**config.mk**
```make
export PLATFORM = sky130hd
export DESIGN_NAME = register_bank_m
export DESIGN_NICKNAME = d
export VERILOG_FILES = /design/src/rtl/register_bank_m.sv
export SDC_FILE = /design/constraint.sdc
export NUM_CORES = 1
export LEC_CHECK = 0
export CORE_ASPECT_RATIO = 0.6
export CORE_MARGIN = 2
export CORE_UTILIZATION = 35
export DETAILED_ROUTE_END_ITERATION = 10
export PLACE_DENSITY_LB_ADDON = 0.2
export SYNTH_ARGS = -nofsm -noshare
export SYNTH_HDL_FRONTEND = slang
export SYNTH_SLANG_ARGS = --single-unit
export TNS_END_PERCENT = 20
```
**constraint.sdc**
```tcl
create_clock -name clk -period 3.9 [get_ports clk]
set_clock_uncertainty 0.05 [all_clocks]
set_input_delay 0.39 -clock clk [delete_from_list [all_inputs] [get_ports clk]]
set_output_delay 0.39 -clock clk [all_outputs]
set_load 0.02 [all_outputs]
```
**src/rtl/register_bank_m.sv**
```systemverilog
// register_bank_m: CPU register bank with multi-port byte/word reads, byte-lane
// writes, an internal auto-incrementing PC and a shadow-bank context engine
// that saves or restores the whole active set one entry per cycle.
module register_bank_m #(
  parameter int                   REG_WIDTH = 16,
  parameter int                   REG_COUNT = 8,
  parameter int                   RD_PORTS  = 2,
  parameter int                   BANKS     = 2,
  parameter int                   PC_ADDR   = REG_COUNT - 1,
  parameter int                   PC_STEP   = 2,
  parameter logic [REG_WIDTH-1:0] RESET_PC  = '0,
  parameter int                   BYPASS    = 1,
  localparam int                  HW        = REG_WIDTH / 2,
  localparam int                  AW        = $clog2(REG_COUNT),
  localparam int                  BW        = (BANKS > 1) ? $clog2(BANKS) : 1
) (
  input  logic                 clk,
  input  logic                 rst_n,
  input  logic [1:0]           wr_en,
  input  logic [AW-1:0]        wr_addr,
  input  logic [REG_WIDTH-1:0] wr_data,
  input  logic [AW-1:0]        rd_addr  [RD_PORTS],
  input  logic                 rd_size  [RD_PORTS],
  output logic [REG_WIDTH-1:0] rd_data  [RD_PORTS],
  input  logic                 pc_inc,
  output logic [REG_WIDTH-1:0] pc_out,
  input  logic                 ctx_req,
  input  logic                 ctx_op,
  input  logic [BW-1:0]        ctx_bank,
  output logic                 ctx_busy,
  output logic                 ctx_done
);

  typedef enum logic [1:0] {IDLE, COPY, DONE} state_t;

  localparam logic [AW-1:0] PC_IDX   = AW'(PC_ADDR);
  localparam logic [AW-1:0] LAST_IDX = AW'(REG_COUNT - 1);

  logic [REG_WIDTH-1:0] act [REG_COUNT];
  logic [REG_WIDTH-1:0] shd [BANKS][REG_COUNT];

  state_t               state;
  logic [AW-1:0]        idx;
  logic                 op_q;     // 0 = save, 1 = restore
  logic [BW-1:0]        bank_q;
  logic                 busy_q;
  logic                 done_q;
  logic                 pc_written;
  logic [REG_WIDTH-1:0] src [RD_PORTS];

  // A CPU write that touches the PC in any lane overrides that cycle's increment.
  assign pc_written = (wr_addr == PC_IDX) && (|wr_en);

  // Context FSM plus all storage updates: copy engine while busy, CPU writes and PC otherwise.
  always_ff @(posedge clk) begin
    if (!rst_n) begin
      // NOTE: both arrays are cleared explicitly because the restore path must
      // see defined zeros; this forbids mapping them onto reset-less RAM macros.
      for (int i = 0; i < REG_COUNT; i++) begin
        act[i] <= (i == PC_ADDR) ? RESET_PC : '0;
        for (int b = 0; b < BANKS; b++) shd[b][i] <= '0;
      end
      state  <= IDLE;
      idx    <= '0;
      op_q   <= 1'b0;
      bank_q <= '0;
      busy_q <= 1'b0;
      done_q <= 1'b0;
    end else begin
      // NOTE: non-blocking assignments so every register samples pre-edge values,
      // e.g. the save path reads act[idx] before any same-edge update lands.
      done_q <= 1'b0;
      case (state)
        IDLE: begin
          if (ctx_req) begin
            op_q   <= ctx_op;
            bank_q <= BW'(int'(ctx_bank) % BANKS);
            idx    <= '0;
            busy_q <= 1'b1;
            state  <= COPY;
          end
        end
        COPY: begin
          if (idx == LAST_IDX) begin
            busy_q <= 1'b0;
            done_q <= 1'b1;
            state  <= DONE;
          end else begin
            idx <= idx + 1'b1;
          end
        end
        default: state <= IDLE;
      endcase

      if (state == COPY) begin
        if (op_q) act[idx]         <= shd[bank_q][idx];
        else      shd[bank_q][idx] <= act[idx];
      end else begin
        if (wr_en[0]) act[wr_addr][HW-1:0]         <= wr_data[HW-1:0];
        if (wr_en[1]) act[wr_addr][REG_WIDTH-1:HW] <= wr_data[REG_WIDTH-1:HW];
        if (pc_inc && !pc_written)
          act[PC_ADDR] <= act[PC_ADDR] + REG_WIDTH'(PC_STEP);
      end
    end
  end

  // Combinational read ports with optional same-cycle write bypass and byte sign-extension.
  always_comb begin
    for (int p = 0; p < RD_PORTS; p++) begin
      // NOTE: src[p] is assigned unconditionally before the conditional lane
      // overrides so no path leaves it unassigned and no latch is inferred.
      src[p] = act[rd_addr[p]];
      if ((BYPASS != 0) && !busy_q && (wr_addr == rd_addr[p])) begin
        if (wr_en[0]) src[p][HW-1:0]         = wr_data[HW-1:0];
        if (wr_en[1]) src[p][REG_WIDTH-1:HW] = wr_data[REG_WIDTH-1:HW];
      end
      rd_data[p] = rd_size[p] ? src[p] : {{HW{src[p][HW-1]}}, src[p][HW-1:0]};
    end
  end

  assign pc_out   = act[PC_ADDR];
  assign ctx_busy = busy_q;
  assign ctx_done = done_q;

endmodule

```
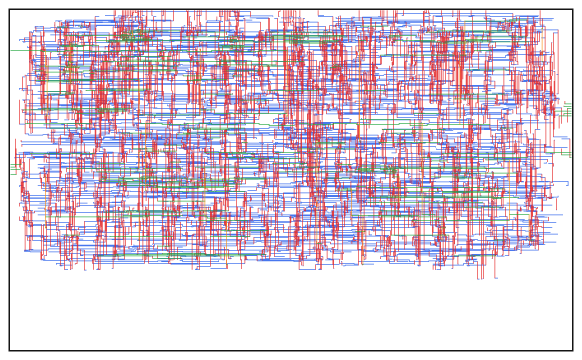
**Above:** run 1 (wiring by layer).
[met4] orange | wire length: 661 um
[met3] green | wire length: 5200 um
[met1] blue | wire length: 30.7 mm
[met2] red | wire length: 24.2 mm
wire per inst: 25.3 um
vias post-DR: 13500

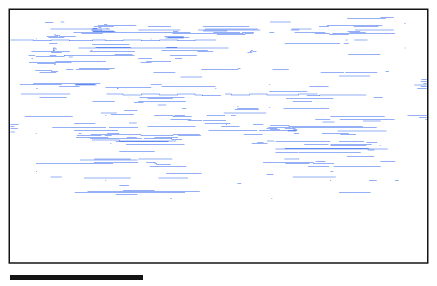
**Above:** run 1 (metal 3).
The bar under the picture is 100 um long.
main direction: horizontal
nets with wire on the layer: 168
share of all routed wire: 8.6%

==> flow_summary.yaml, run 1 <==
# generated from flow reports
status:
  status: "finished, final reports clean"
synth:
  yosysTopAreaCell: "edfxtp_1"
  yosysMostFrequentCell: "edfxtp_1"
  yosys_warnings: 0
  top_area_share_pct: 57.0
  syn_area_per_cell_sq_um: 13.5
  synth.distinct_cells: 62
  flop_cell: "edfxtp_1"
  ys_top_cells_by_area: "edfxtp_1 (57%), mux4_2 (14%), nor2_1 (7.1%), mux2i_1 (5.3%), nand2_1 (1.5%)"
  netlist_instances: 1502
  simple_gate_area_share_pct: 12.2
  synth-edff-count: 384
  adder_share_pct: 0.186
  ys_top_logic_family: "multiplexers"
  top_cells_by_count: "edfxtp_1 (384), nor2_1 (383), mux4_2 (128), mux2i_1 (108), nand2_1 (80)"
  ys_chip_area_sq_um: 20200
  ys.flops: 397
  ys_cells: 1502
  syn-cell-area_sq_um: 20200
  synthAoiAreaFrac_pct: 5.00
  yosysSeqAreaShare_pct: 58.3
  synthMuxAreaShare_pct: 20.4
  synthArstFlopShare_pct: 0
routing:
  vias_per_cell: 5.64
  drc: 0
  wl_um: 60800
  drt-pass1-iter-count: 6
  antenna_left: 0
  drt_iter0_drc: 1543
worst_setup_path:
  crit_fanout: 7
  cp-start-kind: "flop"
  critical_path_class: "reg -> out"
  worstPathArrival_ps: 3230
  required_ps: 3460
  end_kind: "output pin"
  path_cells: "mux4_2 -> mux2i_1 -> a21oi_1 -> o21bai_1 -> o21ai_0 -> clkdlybuf4s50_1"
  path_delay_family: "multiplexers"
  crit_path_max_incr_delay_ps: 570
  r2r_setup_slack_ps: 650
  path_buffers: 1
  slowest_stage: "clkdlybuf4s50_1"
final_timing:
  worst_slew_pin_slew_ps: 1080
  setup_viol_count_final: 0
  maxSlewHeadroom_pct: 28.1
  grt_setup_unrepaired: "false"
  finalCritPeriodShare_pct: 94.0
  timing.fmax_mhz: 273
  tns_ps: 0
  drv_slew: 0
  hold_viol: 0
power:
  p_total_uw: 10100
  vdd_drop_max_uv: 349
  p_per_area_nw_per_um2: 433
  p_leak_uw: 0.00784
grt:
  first_global_vias: 13300
  antenna_found_initial: 1
  grt_pass1_wl_um: 90200
  track_usage_pct: 20.5
  grt-ovfl-total: 0
  grt_max_degree: 40
cts:
  cts_buffers: 38
  post-cts-setup-buffers: 0
  cts-root-buf: "clkbuf_16"
  postCtsHoldBufs: 0
  clk_path_buf_depth: 3
  cts_resized: 0
  clock-sinks: 397
  cts_tree: "built"
  path_clk_slew_ps: 60
die:
  core-area_sq_um: 57300
  ios: 85
  dieArea_sq_um: 59800
  rows: 68
  fp_util_pct: 35.3
  die_y_um: 190
job:
  maxCapViolCount: 0
  warning_count: 26
placed_design:
  dpl.hpwl_um: 44200
  gp_congestion: 0.873
  io_buffers: 84
layout:
  reg_top3: "shd x256, act x128, idx x3"
  drive_gt1_share_pct: 18.8
  fin_util_pct: 40.6
  final_nets: 1637
  diodes: 0
  area_delta_synth_final_pct: 15.1
  largest_reg_flops: 256
worst_hold_path:
  hp-class: "in -> reg"
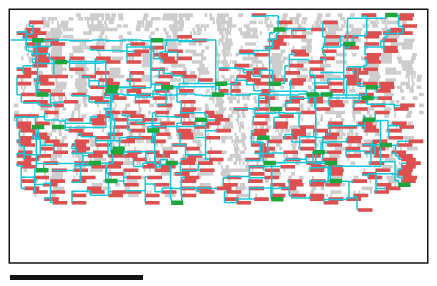
**Above:** run 1 (clock network drawn from the DEF).
The bar under the picture is 100 um long.
[cells driving clock nets] green | count: 38
[clock wires] cyan | length: 5240 um
[flip-flops] red | count: 397
routed clock nets: 39
clock power share: 36.1%
later-pin clock latency in the skew report: 560 ps
clock-net power: 3640 uW

run 1: path summary, 6_finish.rpt:
check	cells past startpoint	to	start
worst min-delay path	3	state[1]$_SDFFE_PN0P_	rst_n
worst min register to register	2	ctx_busy$_SDFFE_PN0P_	state[0]$_SDFFE_PN0P_
worst max-delay path	6	rd_data[29]	act[7][7]$_DFFE_PP_
worst max register to register	5	act[4][4]$_SDFFCE_PN0P_	idx[2]$_SDFFE_PN0P_
run 1: placed cells by master, fill, tap and decap left out, drive strengths merged, types with 4 or more instances in the layout:
cell type,n
clkdlybuf4s50,79
clkbuf,58
mux4,128
inv,6
o22ai,47
xor2,14
a21oi,18
nor4,7
clkinv,11
nand2b,4
buf,90
nand2,80
nor3,32
edfxtp,384
xnor2,5
or3,11
o32ai,4
nand3,10
and3,4
a221oi,15
o21ai,34
nor3b,4
dfxtp,13
mux2i,108
mux2,13
nor2b,23
nor2,383
run 1: stage by stage:
step	cells	instance area (sq um)	hold slack (ps)	setup WS, ps
after global placement	2329	22100	573	342
after detailed placement	2329	22100	612	304
after CTS	2399	23300	149	288
final	2399	23300	175	233
after global routing	2399	23300	171	40.8
after floorplan	1502	20200	488	1330
run 1: routing by layer:
layer  GRT usage, %  part of all wire, %  vias to the layer above
met5              0                    0                        -
met4           2.98                  1.1                        0
met3           4.49                  8.6                       60
met2           27.3                   40                      522
li1               -                    -                     5896
met1           33.9                   51                     7047
run 1: where the power goes:
group,total (uW),switching [uW],internal [uW]
combinational,1450,859,594
clock,3640,1630,2010
sequential,4990,139,4850
run 1: final cells by class:
class / count / area, sq um
Clock buffer: 57 / 1100
Clock inverter: 13 / 83.8
Fill cell: 5404 / 34000
Inverter: 6 / 22.5
Multi-Input combinational cell: 986 / 7820
Sequential cell: 397 / 11800
Tap cell: 770 / 963
Timing Repair Buffer: 170 / 1490
==> run 2, diff against run 1 <==
Settings changed: HOLD_SLACK_MARGIN set to 0.12.
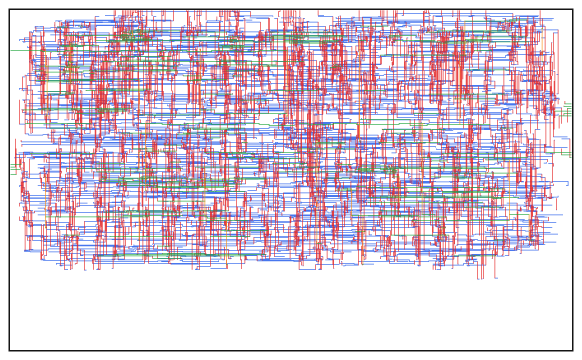
**Above:** run 2 (wiring by layer).
[met4] orange | wire length: 661 um
[met1] blue | wire length: 30.7 mm
[met2] red | wire length: 24.2 mm
[met3] green | wire length: 5200 um

==> flow_summary.yaml, run 2 <==
# generated from flow reports
layout:
  largest_reg_flops: 256
  area_delta_synth_final_pct: 15.1
  final_nets: 1637
  layout_top_cells: "edfxtp_1 (384), nor2_1 (382), mux4_2 (128)"
  fillerInstances: 5404
synth:
  ys_cells: 1502
  synth.distinct_cells: 62
  ys.flops: 397
  yosysMostFrequentCell: "edfxtp_1"
  syn-cell-area_sq_um: 20200
  synth-edff-count: 384
  top_area_share_pct: 57.0
  ys_chip_area_sq_um: 20200
  ys_top_cells_by_area: "edfxtp_1 (57%), mux4_2 (14%), nor2_1 (7.1%), mux2i_1 (5.3%), nand2_1 (1.5%)"
  netlist_instances: 1502
  flop_cell: "edfxtp_1"
status:
  status: "finished, final reports clean"
worst_setup_path:
  path_cells: "mux4_2 -> mux2i_1 -> a21oi_1 -> o21bai_1 -> o21ai_0 -> clkdlybuf4s50_1"
  end_kind: "output pin"
  timing.rr.start: "idx[2]$_SDFFE_PN0P_"
  r2r_setup_slack_ps: 650
  path_buffers: 1
  reg2reg_to: "act[4][4]$_SDFFCE_PN0P_"
  critical_path_class: "reg -> out"
  required_ps: 3460
  path_delay_family: "multiplexers"
  rr_worst_depth: 5
grt:
  grt-ovfl-total: 0
  track_usage_pct: 20.5
  grt_max_degree: 40
  antenna_found_initial: 1
  first_global_vias: 13300
die:
  core-area_sq_um: 57300
  rows: 68
  fp_util_pct: 35.3
  ios: 85
final_timing:
  maxSlewHeadroom_pct: 28.1
  worst_slew_pin_slew_ps: 1080
  tns_ps: 0
  setup_viol_count_final: 0
  drv_slew: 0
  timing.fmax_mhz: 273
  finalCritPeriodShare_pct: 94.0
  holdWs_ps: 175
cts:
  clock-sinks: 397
  cts_tree: "built"
  clock_latency_ps: 560
  post-cts-setup-buffers: 0
  path_clk_slew_ps: 60
  postCtsHoldBufs: 0
  cts_resized: 0
  cts_buffers: 38
job:
  maxCapViolCount: 0
routing:
  antenna_left: 0
  vias: 13500
  drt_iter0_drc: 1543
  wl_per_cell_um: 25.3
  drc: 0
  drt-pass1-iter-count: 6
power:
  clk-power_uw: 3640
  clockPowerShare_pct: 36.1
  power.group.top: "registers"
  p_leak_uw: 0.00784
  p_int_uw: 7460
  pg_seq_uw: 4990
  swShare_pct: 26.0
  seq_power_share_pct: 49.5
placed_design:
  dpl.hpwl_um: 44200
worst_hold_path:
  worstHoldEndpoint: "state[1]$_SDFFE_PN0P_"
  hp-class: "in -> reg"
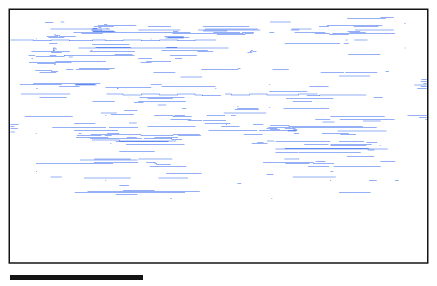
**Above:** run 2 (metal 3).
The bar under the picture is 100 um long.
share of all routed wire: 8.6%
wire length on this layer: 5200 um
longest straight run: 98.9 um

==> run 2: cell counts in the layout (fill, tap and decap cells not counted) <==
Identical to the previous run, type by type.
==> run 2: metrics by stage <==
step	worst slack [ps]	std cells	utilization, %	area, sq um
global route	40.8	2399	40.6	23300
finish	233	2399	40.6	23300
global placement	342	2329	38.6	22100
detailed placement	304	2329	38.6	22100
CTS	288	2399	40.6	23300
floorplan	1330	1502	-	20200
==> run 2: cell families after synthesis <==
kind of cell	Yosys count	synth area share [%]
and+or+nand+nor	574	12.2
adders and majority gates	3	0.186
muxes	249	20.4
xor gates and xnor gates	19	0.823
DFF	397	58.3
buffers and inverters	119	3.09
AOI/OAI and AO/OA	141	5.00
==> run 2: final cells by class <==
type	count	area (sq um)	area share, %
clock buffers	57	1100	4.71
clock inverters	13	83.8	0.360
repair buffers	170	1490	6.39
multi-input cells	986	7820	33.6
well taps	770	963	4.14
flip-flops and latches	397	11800	50.7
inverters	6	22.5	0.0968
==> run 2: routing by layer <==
layer	GRT usage (%)	routed length [um]	up-vias	share of wire (%)
met5	0	0	-	0
met4	2.98	660	0	1.1
met3	4.49	5200	60	8.6
met2	27.3	24200	522	40
met1	33.9	30700	7047	51
li1	-	-	5896	-
==> run 2: tightest hold or removal path: stages <==
cell and delay [ps]:
buf_2 140, nand2_1 150, nor2_1 50
==> run 2: how the worst max path moves through the flow <==
stage / start / endpoint / cells after the start
floorplan: rd_addr[3] / rd_data[27] / 6
global placement: wr_addr[0] / rd_data[30] / 7
detailed placement: wr_addr[0] / rd_data[20] / 6
CTS: wr_addr[0] / rd_data[20] / 6
global route: wr_addr[0] / rd_data[20] / 6
finish: act[7][7]$_DFFE_PP_ / rd_data[29] / 6
Power figures rest on the tool's default switching activity, not on a simulated workload.
